Pin map:
Pins as bars across the die edge, other pins in grey.
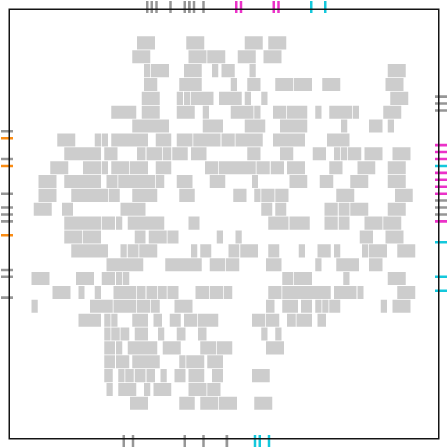
Signal wires by layer:
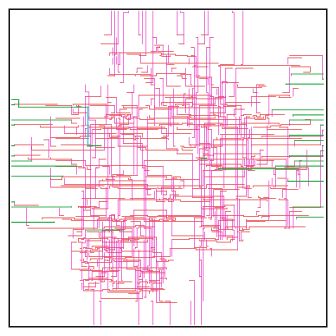
Placed cells, one colour a class:
Fill, decap, tap and diode cells in grey.
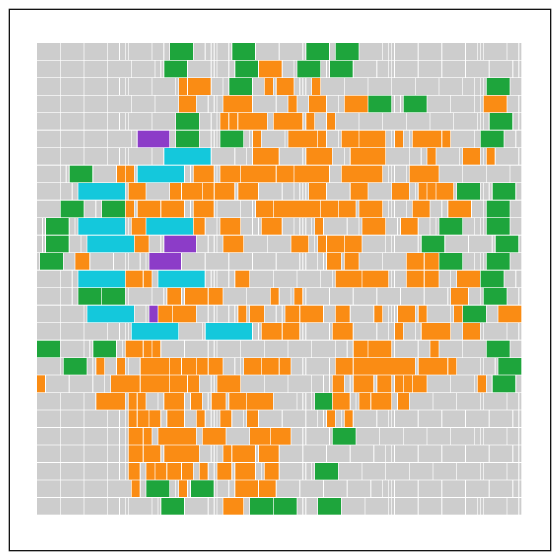
Clock distribution:
The bar under the picture is 20 µm long.
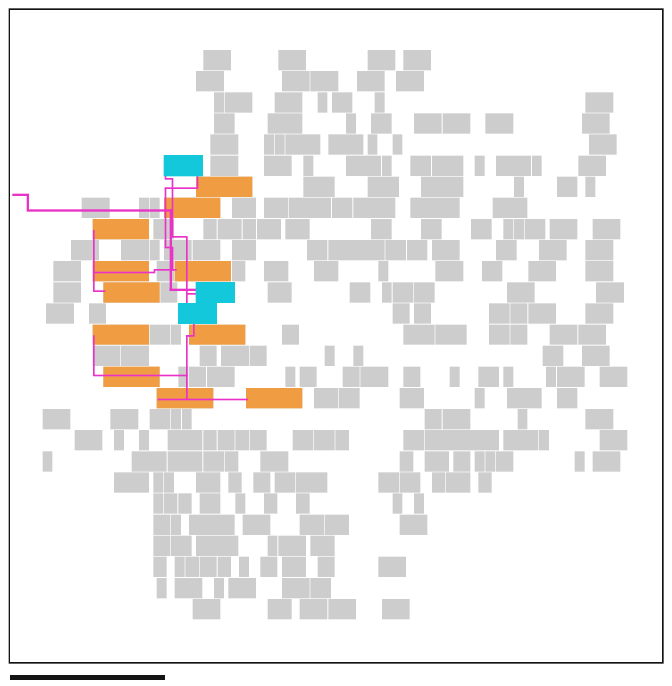
Placement view:
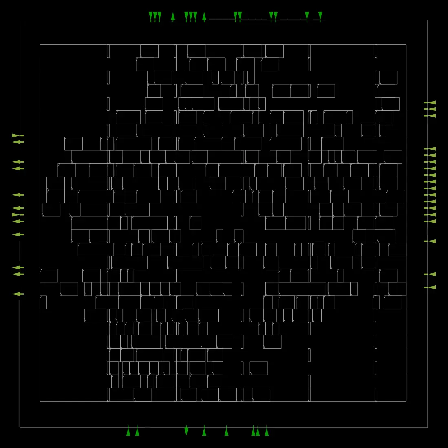
--- config.mk ---
export PLATFORM = sky130hd
export DESIGN_NAME = gate_op_scheduler_flat
export DESIGN_NICKNAME = d
export VERILOG_FILES = /design/src/rtl/gate_op_scheduler_pkg.sv /design/src/rtl/gate_op_scheduler_if.sv /design/src/rtl/gate_op_scheduler_arbiter.sv /design/src/rtl/gate_op_scheduler.sv /design/src/flat_wrapper.sv
export SDC_FILE = /design/constraint.sdc
export NUM_CORES = 1
export LEC_CHECK = 0
export CORE_MARGIN = 4
export CORE_UTILIZATION = 30
export CTS_CLUSTER_SIZE = 24
export DETAILED_ROUTE_END_ITERATION = 6
export GPL_ROUTABILITY_DRIVEN = 1
export PLACE_DENSITY = 0.55
export SYNTH_ARGS = -nofsm -noshare
export SYNTH_HDL_FRONTEND = slang
export SYNTH_SLANG_ARGS = --single-unit
--- constraint.sdc ---
create_clock -name clk -period 10.3 [get_ports clk]
set_clock_uncertainty 0.05 [all_clocks]
set_input_delay 1.03 -clock clk [delete_from_list [all_inputs] [get_ports clk]]
set_output_delay 1.03 -clock clk [all_outputs]
set_load 0.1 [all_outputs]
--- src/rtl/gate_op_scheduler_pkg.sv ---
// Shared opcode encoding and bitwise evaluation for the gate operation scheduler.
package gate_ops_pkg;

  typedef enum logic [2:0] {
    OP_AND  = 3'd0,
    OP_OR   = 3'd1,
    OP_NAND = 3'd2,
    OP_NOR  = 3'd3,
    OP_XOR  = 3'd4,
    OP_XNOR = 3'd5,
    OP_NOT  = 3'd6,
    OP_BUF  = 3'd7
  } op_e;

  localparam int NUM_OPS = 8;
  localparam int OP_W    = $clog2(NUM_OPS);
  localparam int MAX_W   = 64;

  // Operands wider than the caller needs are zero-extended; callers truncate the result.
  function automatic logic [MAX_W-1:0] eval(op_e op, logic [MAX_W-1:0] a, logic [MAX_W-1:0] b);
    logic [MAX_W-1:0] res;
    res = a;
    unique case (op)
      OP_AND:  res = a & b;
      OP_OR:   res = a | b;
      OP_NAND: res = ~(a & b);
      OP_NOR:  res = ~(a | b);
      OP_XOR:  res = a ^ b;
      OP_XNOR: res = ~(a ^ b);
      OP_NOT:  res = ~a;
      OP_BUF:  res = a;
    endcase
    return res;
  endfunction

endpackage

--- src/rtl/gate_op_scheduler_if.sv ---
// Request/response bundle between gate-level clients and the shared evaluation unit.
interface gate_op_scheduler_if
  import gate_ops_pkg::*;
#(
  parameter int WIDTH   = 4,
  parameter int NUM_REQ = 3,
  parameter int ID_W    = $clog2(NUM_REQ)
);

  logic [NUM_REQ-1:0]      req_valid;
  logic [NUM_REQ*OP_W-1:0] req_op;
  logic [NUM_REQ*WIDTH-1:0] req_a;
  logic [NUM_REQ*WIDTH-1:0] req_b;
  logic [NUM_REQ-1:0]      req_ready;
  logic                    rsp_valid;
  logic                    rsp_ready;
  logic [WIDTH-1:0]        rsp_data;
  logic [ID_W-1:0]         rsp_id;
  logic [OP_W-1:0]         rsp_op;

  modport master (
    output req_valid, req_op, req_a, req_b, rsp_ready,
    input  req_ready, rsp_valid, rsp_data, rsp_id, rsp_op
  );

  modport slave (
    input  req_valid, req_op, req_a, req_b, rsp_ready,
    output req_ready, rsp_valid, rsp_data, rsp_id, rsp_op
  );

endinterface

--- src/rtl/gate_op_scheduler_arbiter.sv ---
// Combinational round-robin picker: first requester after ptr (with wrap) wins.
module gate_rr_arbiter #(
  parameter int NUM_REQ = 3,
  parameter int ID_W    = $clog2(NUM_REQ)
) (
  input  logic [NUM_REQ-1:0] req,
  input  logic               enable,
  input  logic [ID_W-1:0]    ptr,
  output logic [NUM_REQ-1:0] grant,
  output logic [ID_W-1:0]    idx
);

  logic found;
  int   cand;

  always_comb begin
    grant = '0;
    idx   = '0;
    found = 1'b0;
    cand  = 0;
    for (int k = 1; k <= NUM_REQ; k++) begin
      cand = (int'(ptr) + k) % NUM_REQ;
      if (enable && !found && req[cand]) begin
        grant[cand] = 1'b1;
        idx         = ID_W'(cand);
        found       = 1'b1;
      end
    end
  end

endmodule

--- src/rtl/gate_op_scheduler.sv ---
// Round-robin shared logic unit: one issue per cycle, one-cycle registered result, full backpressure.
module gate_op_scheduler
  import gate_ops_pkg::*;
#(
  parameter int WIDTH   = 4,
  parameter int NUM_REQ = 3,
  parameter int ID_W    = $clog2(NUM_REQ)
) (
  input logic                clk,
  input logic                rst_n,
  gate_op_scheduler_if.slave bus
);

  logic [ID_W-1:0]    ptr;
  logic [ID_W-1:0]    grant_idx;
  logic [NUM_REQ-1:0] grant;
  logic               slot_free;
  logic               any_grant;
  op_e                op_sel;
  logic [WIDTH-1:0]   a_sel;
  logic [WIDTH-1:0]   b_sel;

  logic               held_valid;
  logic [WIDTH-1:0]   held_data;
  logic [ID_W-1:0]    held_id;
  logic [OP_W-1:0]    held_op;

  // The output slot can take a new result when empty or being drained this cycle.
  assign slot_free = !held_valid || bus.rsp_ready;

  gate_rr_arbiter #(
    .NUM_REQ (NUM_REQ),
    .ID_W    (ID_W)
  ) u_arb (
    .req    (bus.req_valid),
    .enable (slot_free && rst_n),
    .ptr    (ptr),
    .grant  (grant),
    .idx    (grant_idx)
  );

  assign any_grant     = |grant;
  assign bus.req_ready = grant;

  assign op_sel = op_e'(bus.req_op[int'(grant_idx)*OP_W +: OP_W]);
  assign a_sel  = bus.req_a[int'(grant_idx)*WIDTH +: WIDTH];
  assign b_sel  = bus.req_b[int'(grant_idx)*WIDTH +: WIDTH];

  // A grant always wins over a plain drain, so drain+accept keeps the slot full.
  always_ff @(posedge clk) begin
    if (!rst_n) begin
      held_valid <= 1'b0;
      held_data  <= '0;
      held_id    <= '0;
      held_op    <= '0;
      ptr        <= ID_W'(NUM_REQ - 1);
    end else if (any_grant) begin
      held_valid <= 1'b1;
      held_data  <= WIDTH'(eval(op_sel, MAX_W'(a_sel), MAX_W'(b_sel)));
      held_id    <= grant_idx;
      held_op    <= op_sel;
      ptr        <= grant_idx;
    end else if (bus.rsp_ready) begin
      held_valid <= 1'b0;
    end
  end

  assign bus.rsp_valid = held_valid;
  assign bus.rsp_data  = held_data;
  assign bus.rsp_id    = held_id;
  assign bus.rsp_op    = held_op;

endmodule

--- src/flat_wrapper.sv ---
// flat-port wrapper written by rule: the top's interface ports become plain ports
module gate_op_scheduler_flat import gate_ops_pkg::*;
#(
  parameter int WIDTH   = 4,
  parameter int NUM_REQ = 3,
  parameter int ID_W    = $clog2(NUM_REQ)
)
  (clk, rst_n, bus_req_valid, bus_req_op, bus_req_a, bus_req_b, bus_rsp_ready, bus_req_ready, bus_rsp_valid, bus_rsp_data, bus_rsp_id, bus_rsp_op);
  gate_op_scheduler_if #(.WIDTH(WIDTH), .NUM_REQ(NUM_REQ), .ID_W(ID_W)) bus_i ();
  input logic clk;
  input logic rst_n;
  input wire logic [$bits(bus_i.req_valid)-1:0] bus_req_valid;
  input wire logic [$bits(bus_i.req_op)-1:0] bus_req_op;
  input wire logic [$bits(bus_i.req_a)-1:0] bus_req_a;
  input wire logic [$bits(bus_i.req_b)-1:0] bus_req_b;
  input wire logic [$bits(bus_i.rsp_ready)-1:0] bus_rsp_ready;
  output wire logic [$bits(bus_i.req_ready)-1:0] bus_req_ready;
  output wire logic [$bits(bus_i.rsp_valid)-1:0] bus_rsp_valid;
  output wire logic [$bits(bus_i.rsp_data)-1:0] bus_rsp_data;
  output wire logic [$bits(bus_i.rsp_id)-1:0] bus_rsp_id;
  output wire logic [$bits(bus_i.rsp_op)-1:0] bus_rsp_op;
  assign bus_i.req_valid = bus_req_valid;
  assign bus_i.req_op = bus_req_op;
  assign bus_i.req_a = bus_req_a;
  assign bus_i.req_b = bus_req_b;
  assign bus_i.rsp_ready = bus_rsp_ready;
  assign bus_req_ready = bus_i.req_ready;
  assign bus_rsp_valid = bus_i.rsp_valid;
  assign bus_rsp_data = bus_i.rsp_data;
  assign bus_rsp_id = bus_i.rsp_id;
  assign bus_rsp_op = bus_i.rsp_op;
  gate_op_scheduler #(.WIDTH(WIDTH), .NUM_REQ(NUM_REQ), .ID_W(ID_W)) u_core (.clk(clk), .rst_n(rst_n), .bus(bus_i));
endmodule
==> results.py <==
# Generated from Yosys and OpenROAD reports
metrics = {
    "clocking": {
        "cts_tree": "built",
        "cts-root-buf": "clkbuf_8",
        "htree_num_levels": 1,
        "post_cts_buffers": 0,
    },
    "placement": {
        "dp_slack_ns": 5.320,
        "gp_congestion": 0.8525,
    },
    "final_layout": {
        "comb_share": 0.5804,
        "drive_gt1_frac": 0.09195,
        "n_all_inverters": 24,
        "final-nonclk-buf-share": 0.2256,
        "final_nets": 313,
        "buffers": 52,
        "num_antenna_cells": 0,
    },
    "worst_setup_path": {
        "rr_startpoint": "u_core.bus.rsp_id[0]",
        "r2r_end": "u_core.bus.rsp_data[1]",
        "cp_max_fo": 8,
        "worstSetupStartpoint": "bus_req_valid[1]",
        "reg2regPathDepth": 15,
        "crit_slowest_cell": "clkdlybuf4s50_1",
        "slowest_delay_ns": 1.13,
        "crit_family": "buffers and inverters",
    },
    "power_and_ir_drop": {
        "power.group.top": "combinational cells",
        "powerSeq_uw": 70.0,
        "p_int_uw": 259.5,
        "power_density_mw_per_mm2": 265.1,
        "finalPower_uw": 608.8,
    },
    "floorplanning": {
        "row_count": 27,
    },
    "global_routing": {
        "grt_max_degree": 17,
        "use_met2": 0.2198,
        "use_met3": 0.03850,
    },
    "synth": {
        "top_cell": "inv_1",
        "synthXorXnorAreaFrac": 0.03540,
        "yosysTopAreaCellShare": 0.1272,
        "edf_count": 0,
        "async_flop_share": 0,
        "yosysCellCount": 218,
        "ys_seq_elements": 11,
        "synth_area_mm2": 0.001732,
        "synth.top_cells.by_count": "24 x inv_1, 22 x nand2_1, 15 x mux2i_1",
        "synth_area_per_cell_um2": 7.943,
        "ys_top_logic_family": "AND-OR/OR-AND gates",
        "ys_types": 55,
        "mux_share": 0.1149,
    },
    "worst_hold_path": {
        "hold_path_end": "u_core.bus.rsp_data[1]",
    },
    "routing": {
        "met2RoutedLength_um": 2141,
        "routed_via_density": 5.039,
    },
    "run_status": {
        "status": "complete, no violations",
    },
}
Notes on 'pin map' above:
Magenta stands for bus_req_a, pins 12, direction input, edge 8 east, 4 north. Cyan stands for bus_req_op, pins 9, direction input, edge 4 east, 3 south, 2 north. Orange stands for bus_rsp_op, pins 3, direction output, edge west.
All pins by edge: 18 east, 14 north, 12 west, 8 south.
DIE WIDTH: 83.98 µm
port bufs: 51

Notes on 'signal wires by layer' above:
Cyan stands for M4, wire length 10.2 µm. Magenta stands for M2, wire length 2140 µm. Green stands for M3, wire length 262 µm. Red stands for M1, wire length 2420 µm.
vias post-DR: 1678
Global Route Usage Sum: 0.1436
Routed WL: 4835 µm
Avg WL per Cell: 14.52 µm

Notes on 'placed cells, one colour a class' above:
Orange stands for remaining logic cells, cells 194, share of their area 64%. Purple stands for clock drivers and dummy loads, cells 4, share of their area 2.0%. Cyan stands for sequential cells, cells 11, share of their area 10%. Green stands for remaining buffers and delay cells, cells 52, share of their area 23%.
fraction of area in registers: 0.09591
Final Core Density: 0.4144

Notes on 'clock distribution' above:
Orange stands for flip-flops, count 11. Magenta stands for clock wires, length 145 µm. Cyan stands for clock-net drivers, count 3.
There are 4 routed clock nets.
P_clk: 41.3 µW
Clock Power Share: 0.068
clock latency on the worst-skew pair: 0.23 ns

Notes on 'placement view' above:
CORE AREA: 0.005540 mm²
Filler Cells Inserted: 599
Finished Layout Cells: 333

No activity file was given, so power comes from the tool's default toggle rates.
